[src/rtl/seg7_scan_driver.sv]
// seg7_scan_driver: 4-digit multiplexed 7-segment scan driver for the digital clock.
// Display content arrives over a valid/ready port into a shadow buffer and is committed
// to the active buffer only at frame boundaries (slot 3 -> slot 0), so frames never tear.
// Cycle 0 of every digit slot is a ghost guard with anodes and segments off.
// Optional feature macro: SEG7_DIM_EN adds a 3-bit `bright` input for PWM dimming of the anodes.

module seg7_scan_driver #(
    parameter int unsigned CLK_HZ     = 100_000_000,
    parameter int unsigned REFRESH_HZ = 1_000
) (
    input  logic        clk,
    input  logic        rst,
    input  logic        upd_valid,
    output logic        upd_ready,
    input  logic [15:0] bcd_in,
    input  logic [3:0]  dp_in,
    input  logic        blank_lz,
`ifdef SEG7_DIM_EN
    input  logic [2:0]  bright,
`endif
    output logic        frame_tick,
    output logic [3:0]  an,
    output logic [7:0]  ca
);

    localparam int unsigned SCAN_DIV = CLK_HZ / REFRESH_HZ;
    localparam int unsigned CNT_W    = (SCAN_DIV > 1) ? $clog2(SCAN_DIV) : 1;
`ifdef SEG7_DIM_EN
    localparam int unsigned SUB_LEN  = SCAN_DIV / 8;
`endif

    // Slot timing
    logic [CNT_W-1:0] cnt_q, cnt_d;
    logic [1:0]       idx_q, idx_d;
    logic             frame_tick_q, frame_tick_d;

    // Active (displayed) buffer
    logic [15:0]      act_bcd_q, act_bcd_d;
    logic [3:0]       act_dp_q, act_dp_d;
    logic             act_blz_q, act_blz_d;

    // Shadow (pending) buffer
    logic [15:0]      sh_bcd_q, sh_bcd_d;
    logic [3:0]       sh_dp_q, sh_dp_d;
    logic             sh_blz_q, sh_blz_d;
    logic             sh_full_q, sh_full_d;
    logic             upd_ready_q, upd_ready_d;

    // Display outputs
    logic [3:0]       an_q, an_d;
    logic [7:0]       ca_q, ca_d;

    // Decoded digit helpers
    logic [3:0]       dig0, dig1, dig2, dig3, sel_dig;
    logic             lz1, lz2, lz3, sel_blank;
    logic             slot_last;
    logic             xfer;
    logic             commit;

    assign upd_ready  = upd_ready_q;
    assign frame_tick = frame_tick_q;
    assign an         = an_q;
    assign ca         = ca_q;

    // BCD to segment pattern a..g; non-decimal codes render blank
    function automatic logic [6:0] glyph(input logic [3:0] d);
        logic [6:0] g;
        case (d)
            4'd0:    g = 7'h3F;
            4'd1:    g = 7'h06;
            4'd2:    g = 7'h5B;
            4'd3:    g = 7'h4F;
            4'd4:    g = 7'h66;
            4'd5:    g = 7'h6D;
            4'd6:    g = 7'h7D;
            4'd7:    g = 7'h07;
            4'd8:    g = 7'h7F;
            4'd9:    g = 7'h6F;
            default: g = 7'h00;
        endcase
        return g;
    endfunction

    // Next-state: slot timing, handshake, commit and registered display outputs
    always_comb begin
        cnt_d        = cnt_q;
        idx_d        = idx_q;
        frame_tick_d = 1'b0;
        act_bcd_d    = act_bcd_q;
        act_dp_d     = act_dp_q;
        act_blz_d    = act_blz_q;
        sh_bcd_d     = sh_bcd_q;
        sh_dp_d      = sh_dp_q;
        sh_blz_d     = sh_blz_q;
        sh_full_d    = sh_full_q;
        an_d         = 4'b0000;
        ca_d         = 8'h00;

        // slot counter and digit index
        slot_last = (cnt_q == CNT_W'(SCAN_DIV - 1));
        if (slot_last) begin
            cnt_d = '0;
            idx_d = idx_q + 2'd1;
        end else begin
            cnt_d = cnt_q + CNT_W'(1);
        end
        frame_tick_d = slot_last && (idx_q == 2'd3);

        // transfer and commit are exclusive: one needs the shadow empty, the other full
        xfer   = upd_valid && upd_ready_q;
        commit = frame_tick_q && sh_full_q;
        if (commit) begin
            act_bcd_d = sh_bcd_q;
            act_dp_d  = sh_dp_q;
            act_blz_d = sh_blz_q;
            sh_full_d = 1'b0;
        end
        if (xfer) begin
            sh_bcd_d  = bcd_in;
            sh_dp_d   = dp_in;
            sh_blz_d  = blank_lz;
            sh_full_d = 1'b1;
        end
        upd_ready_d = ~sh_full_d;

        // leading-zero blanking chain from the most significant digit down
        dig0 = act_bcd_q[3:0];
        dig1 = act_bcd_q[7:4];
        dig2 = act_bcd_q[11:8];
        dig3 = act_bcd_q[15:12];
        lz3  = act_blz_q && (dig3 == 4'd0);
        lz2  = lz3 && (dig2 == 4'd0);
        lz1  = lz2 && (dig1 == 4'd0);

        case (idx_q)
            2'd0:    begin sel_dig = dig0; sel_blank = 1'b0; end
            2'd1:    begin sel_dig = dig1; sel_blank = lz1;  end
            2'd2:    begin sel_dig = dig2; sel_blank = lz2;  end
            default: begin sel_dig = dig3; sel_blank = lz3;  end
        endcase

        // guard cycle keeps everything dark; otherwise drive the selected digit
        if (cnt_q != '0) begin
            an_d = 4'b0001 << idx_q;
            ca_d = {act_dp_q[idx_q], sel_blank ? 7'h00 : glyph(sel_dig)};
`ifdef SEG7_DIM_EN
            if (32'(cnt_q) >= (32'(bright) + 32'd1) * SUB_LEN) begin
                an_d = 4'b0000;
            end
`endif
        end
    end

    // State registers with asynchronous reset
    always_ff @(posedge clk or posedge rst) begin
        if (rst) begin
            cnt_q        <= '0;
            idx_q        <= 2'd0;
            frame_tick_q <= 1'b0;
            act_bcd_q    <= 16'hFFFF;
            act_dp_q     <= 4'b0000;
            act_blz_q    <= 1'b0;
            sh_bcd_q     <= 16'h0000;
            sh_dp_q      <= 4'b0000;
            sh_blz_q     <= 1'b0;
            sh_full_q    <= 1'b0;
            upd_ready_q  <= 1'b1;
            an_q         <= 4'b0000;
            ca_q         <= 8'h00;
        end else begin
            cnt_q        <= cnt_d;
            idx_q        <= idx_d;
            frame_tick_q <= frame_tick_d;
            act_bcd_q    <= act_bcd_d;
            act_dp_q     <= act_dp_d;
            act_blz_q    <= act_blz_d;
            sh_bcd_q     <= sh_bcd_d;
            sh_dp_q      <= sh_dp_d;
            sh_blz_q     <= sh_blz_d;
            sh_full_q    <= sh_full_d;
            upd_ready_q  <= upd_ready_d;
            an_q         <= an_d;
            ca_q         <= ca_d;
        end
    end

endmodule

[config.mk]
export PLATFORM = sky130hd
export DESIGN_NAME = seg7_scan_driver
export DESIGN_NICKNAME = d
export VERILOG_FILES = /design/src/rtl/seg7_scan_driver.sv
export SDC_FILE = /design/constraint.sdc
export NUM_CORES = 1
export LEC_CHECK = 0
export CAP_MARGIN = 10
export CORE_MARGIN = 3
export CORE_UTILIZATION = 31
export DETAILED_ROUTE_END_ITERATION = 16
export PLACE_DENSITY_LB_ADDON = 0.05
export SLEW_MARGIN = 20
export SYNTH_ARGS = -nofsm -noshare
export SYNTH_HDL_FRONTEND = slang
export SYNTH_SLANG_ARGS = --single-unit
[constraint.sdc]
create_clock -name clk -period 3.4 [get_ports clk]
set_clock_uncertainty 0.2 [all_clocks]
set_input_delay 1.02 -clock clk [delete_from_list [all_inputs] [get_ports clk]]
set_output_delay 1.02 -clock clk [all_outputs]
set_load 0.03 [all_outputs]
==> images/metal_density.png <==
22 x 22 tiles, from dark blue (low) to red (high), scaled to the fullest tile. Values are wire area over tile area, all layers added.
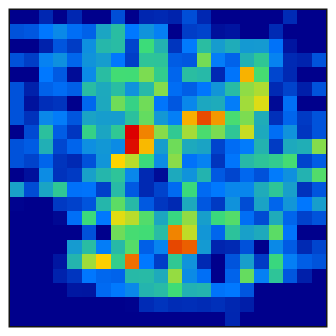
emptiest ninth of the die: south-west
nearly empty tiles: 22%
tiles over half the peak: 12%
mean over tiles: 0.080
fullest tile: 0.33
WL/cell: 13.8 um
DR vias: 2046
drt total wl: 6130 um
GRT Overall Usage: 0.115

==> images/io_fan.png <==
Bar = 20 um.
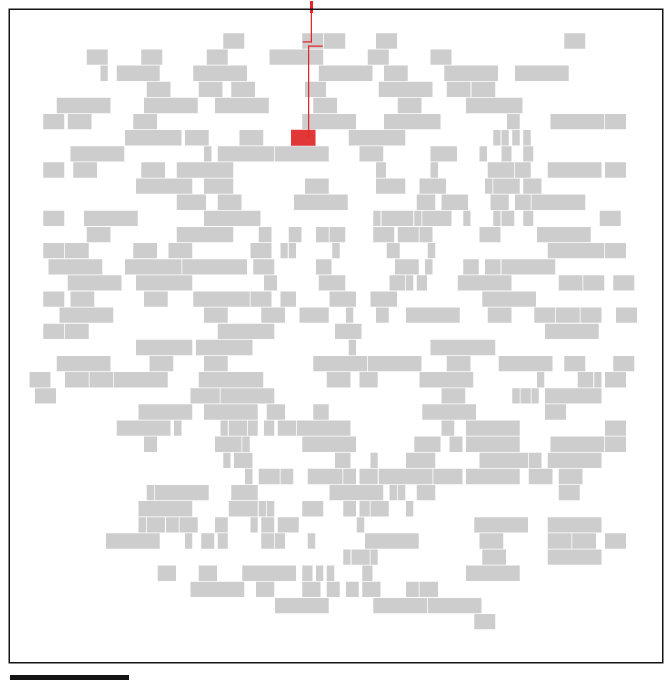
legend:
  `blank_lz`:
    color: red
    direction: input
    end_cells: 1
    buffers: 1
    wire: 24.1 um
I/O Buffers: 37
Ports: 38

==> images/power_grid.png <==
Bar = 20 um. Pins as bars on the die edge. Tap cells in gray.
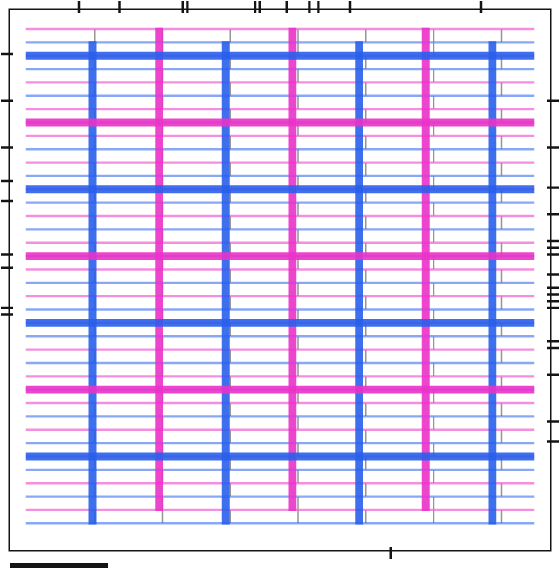
legend:
  VSS:
    color: blue
  VDD:
    color: magenta
met4 straps: 7
signal pins: 38
met5 straps: 7
VDD IR max: 0.198 mV
Die H: 110 um
DIE WIDTH: 110 um
core footprint: 10400 um2

==> CHANGELOG.md <==
### Physical design

- Mapped Area: 3350 um2
- Most common cell type on the critical path: ha_1
- GPL Wtd Cong: 0.736
- Final Util: 0.397
- Fillers: 1029
- Tool warnings: 35
- CTS root buffer: clkbuf_8
- Clk sink count: 76
- Post-detail-place hpwl: 4340 um
- CP Buf/Inv Count: 2
- MUX share of area: 0.165
- First-pass GRT wire length: 10400 um
- DRT Pass-1 Iters: 4
- Total power: 1780 uW
- Largest stage delay, worst path: 0.47 ns
- Slew @ Worst Pin: 0.974 ns
- H-tree depth: 3
- Flop area: 1920 um2
- Residual DRC: 0
- Min cycle time layout: 2.79 ns
- Crit Path Max Fanout: 6
- Yosys top cell area share: 0.441
- Layout Area Growth over Synthesis: 23.4%
- Mean Syn Cell Area: 12.9 um2
- Compound Share, Synth: 0.0362
- Yosys warns: 0
- RSZ-0062 raised after global routing: no
- Top delay family on crit path: AND-OR/OR-AND gates
- CP Launch Type: flop
- WS Path Type: flop to flop
- XOR/XNOR Fraction of Synth Area: 0.0418
- DIE AREA: 12100 um2
- Async S/R FF share, synth: 1.00
- Setup TNS: 0 ns
- Final clock period utilization by the worst path: 0.820
- Register-to-register setup slack: 0.61 ns
- Slowest stage cell, crit path: dfrtp_1
- Crit path DRT: 3.44 ns
- Sequential area share after synthesis: 0.574
- DR iter-0 viols: 103
- Final Setup Violations: 0
- Critical path, cell by cell: inv_1, ha_1, a222oi_1, mux2i_1, inv_2, ha_1, nor2b_1, nor3b_1, a21oi_1, o21a_1
- Most instantiated cells after synthesis: dfrtp_1, mux2_2, nor2_1
- Status: completed
- Grt ovf: 0
- Design Area, Final: 4130 um2
- Worst-Skew Late Latency: 0.35 ns
- Remaining antenna violation count after routing: 0
- Yosys chip area: 3350 um2
- Setup bufs post-CTS: 0
- Diodes inserted: 0
- Post-cts resize count: 0
- Post-synth top flop: dfrtp_1
- Multi-input gate area: 1340 um2
- CTS clock-pin slew for the worst setup and hold paths: 0.09 ns
- Nets: 339
- Cell with the most instances after synthesis: dfrtp_1
- Final Hold Vio Count: 0
- Initial antenna violation count: 0
- Worst Hold Class: flop to flop
- CTS tree: done
- Leak pwr: 0.00186 uW
- Floorplan utilization: 0.322
- Cell Pwr Density: 430 nW/um2
- Yosys top cell by area: dfrtp_1
- FMAX: 359 MHz
- Logic family by area: multiplexers
- CTS Hold Bufs: 0
- Post-Syn Nets: 295
- Share of cells above drive strength 1: 0.289
- Max_slew headroom: 0.349
- Post-placement cell area: 3890 um2
- Post-synthesis sequential element count: 76
- Rows: 37
- CTS Buf Count: 9
- Largest net degree at the start of global routing: 61
- WP data arrival: 2.83 ns
- Top cells, area: dfrtp_1, mux2_2, dfstp_2, ha_1, xnor2_1
- Hold_ws: 0.300 ns
- Final slew viol count: 0
- Number of vias per cell: 4.61
- Vias in the first global route: 2017
- CP Capture Type: flop
- Post-synth EDFFs: 0
- MaxCap Viol Count: 0
- Simple share: 0.112
- Post-synth cell types: 44
- Cells after Synth: 259
- Clk buf depth: 2
- Adder Area Share: 0.0448
- Cells in synth_stat.txt: 259
stage by stage:
stage	setup slack, ns	cells
after detailed placement	0.658	428
after CTS	0.625	444
final	0.611	444
after global routing	0.425	444
after floorplan	0.270	259
after global placement	0.669	428
metal layers:
| metal | up-vias | track usage | part of all wire |
|---|---|---|---|
| met3 | 9 | 0.0405 | 0.050 |
| met2 | 36 | 0.164 | 0.43 |
| li1 | 988 | - | - |
| met1 | 1013 | 0.161 | 0.50 |
| met5 | - | 0 | 0 |
| met4 | 0 | 0.0392 | 0.017 |
logic make-up (layout without fill, tap and decap cells):
family / Yosys count / count (layout)
DFF: 76 / 76
and+or+nand+nor: 70 / 70
muxes: 48 / 48
buffers and inverters: 21 / 70
AOI/OAI and AO/OA: 16 / 16
xor gates and xnor gates: 16 / 16
adders and majority gates: 12 / 12
layout make-up:
cell class | count | share of cell area
repair buffers | 40 | 0.0981
clock inverters | 6 | 0.0272
well taps | 136 | 0.0412
flip-flops and latches | 76 | 0.465
inverters | 14 | 0.0127
multi-input cells | 162 | 0.325
clock buffers | 10 | 0.0309
final timing paths:
kind / start / to / depth (start not counted)
max reg2reg: idx_q[0] / ca[3] / 10
min: cnt_q[14] / cnt_q[14] / 1
max: idx_q[0] / ca[3] / 10
min in group asynchronous: rst / sh_bcd_q[10] / 2
max in group asynchronous: rst / act_bcd_q[15] / 3
min reg2reg: cnt_q[14] / cnt_q[14] / 1
layout by cell type (no fill, tap or decap), types with 2 or more instances in the layout:
cell type and count:
a21oi_1 2, xnor2_1 10, nor4_1 6, clkdlybuf4s50_1 37, mux2_2 43, nor3_2 3
buf_4 2, bufinv_16 3, a222oi_1 3, o21a_1 2, dfstp_2 17, ha_1 12
dfrtp_1 59, nor3_1 3, nor2_1 18, inv_2 2, a22oi_1 2, nand2_1 13
mux2i_1 2, clkbuf_8 9, xor2_1 6, nand4_1 5, clkinv_4 2, nand3_1 6
nor2b_1 7, inv_1 12
state kept, by name (all words and copies together), names as in the netlist:
register    count
cnt_q          17
idx_q           2
sh_dp_q         4
act_blz_q       1
sh_full_q       1
act_dp_q        4
sh_bcd_q       16
frame_tick      1
upd_ready       1
an              4
ca              8
act_bcd_q      16
sh_blz_q        1
power by group:
part           total, uW  internal, uW  switching, uW  leakage [uW]
registers            904           904              0      0.000944
clock network        827           489            338      0.000120
logic               45.8          25.4           20.4      0.000793
total               1780          1420            359       0.00186
Power is estimated from default activity; no workload was simulated.
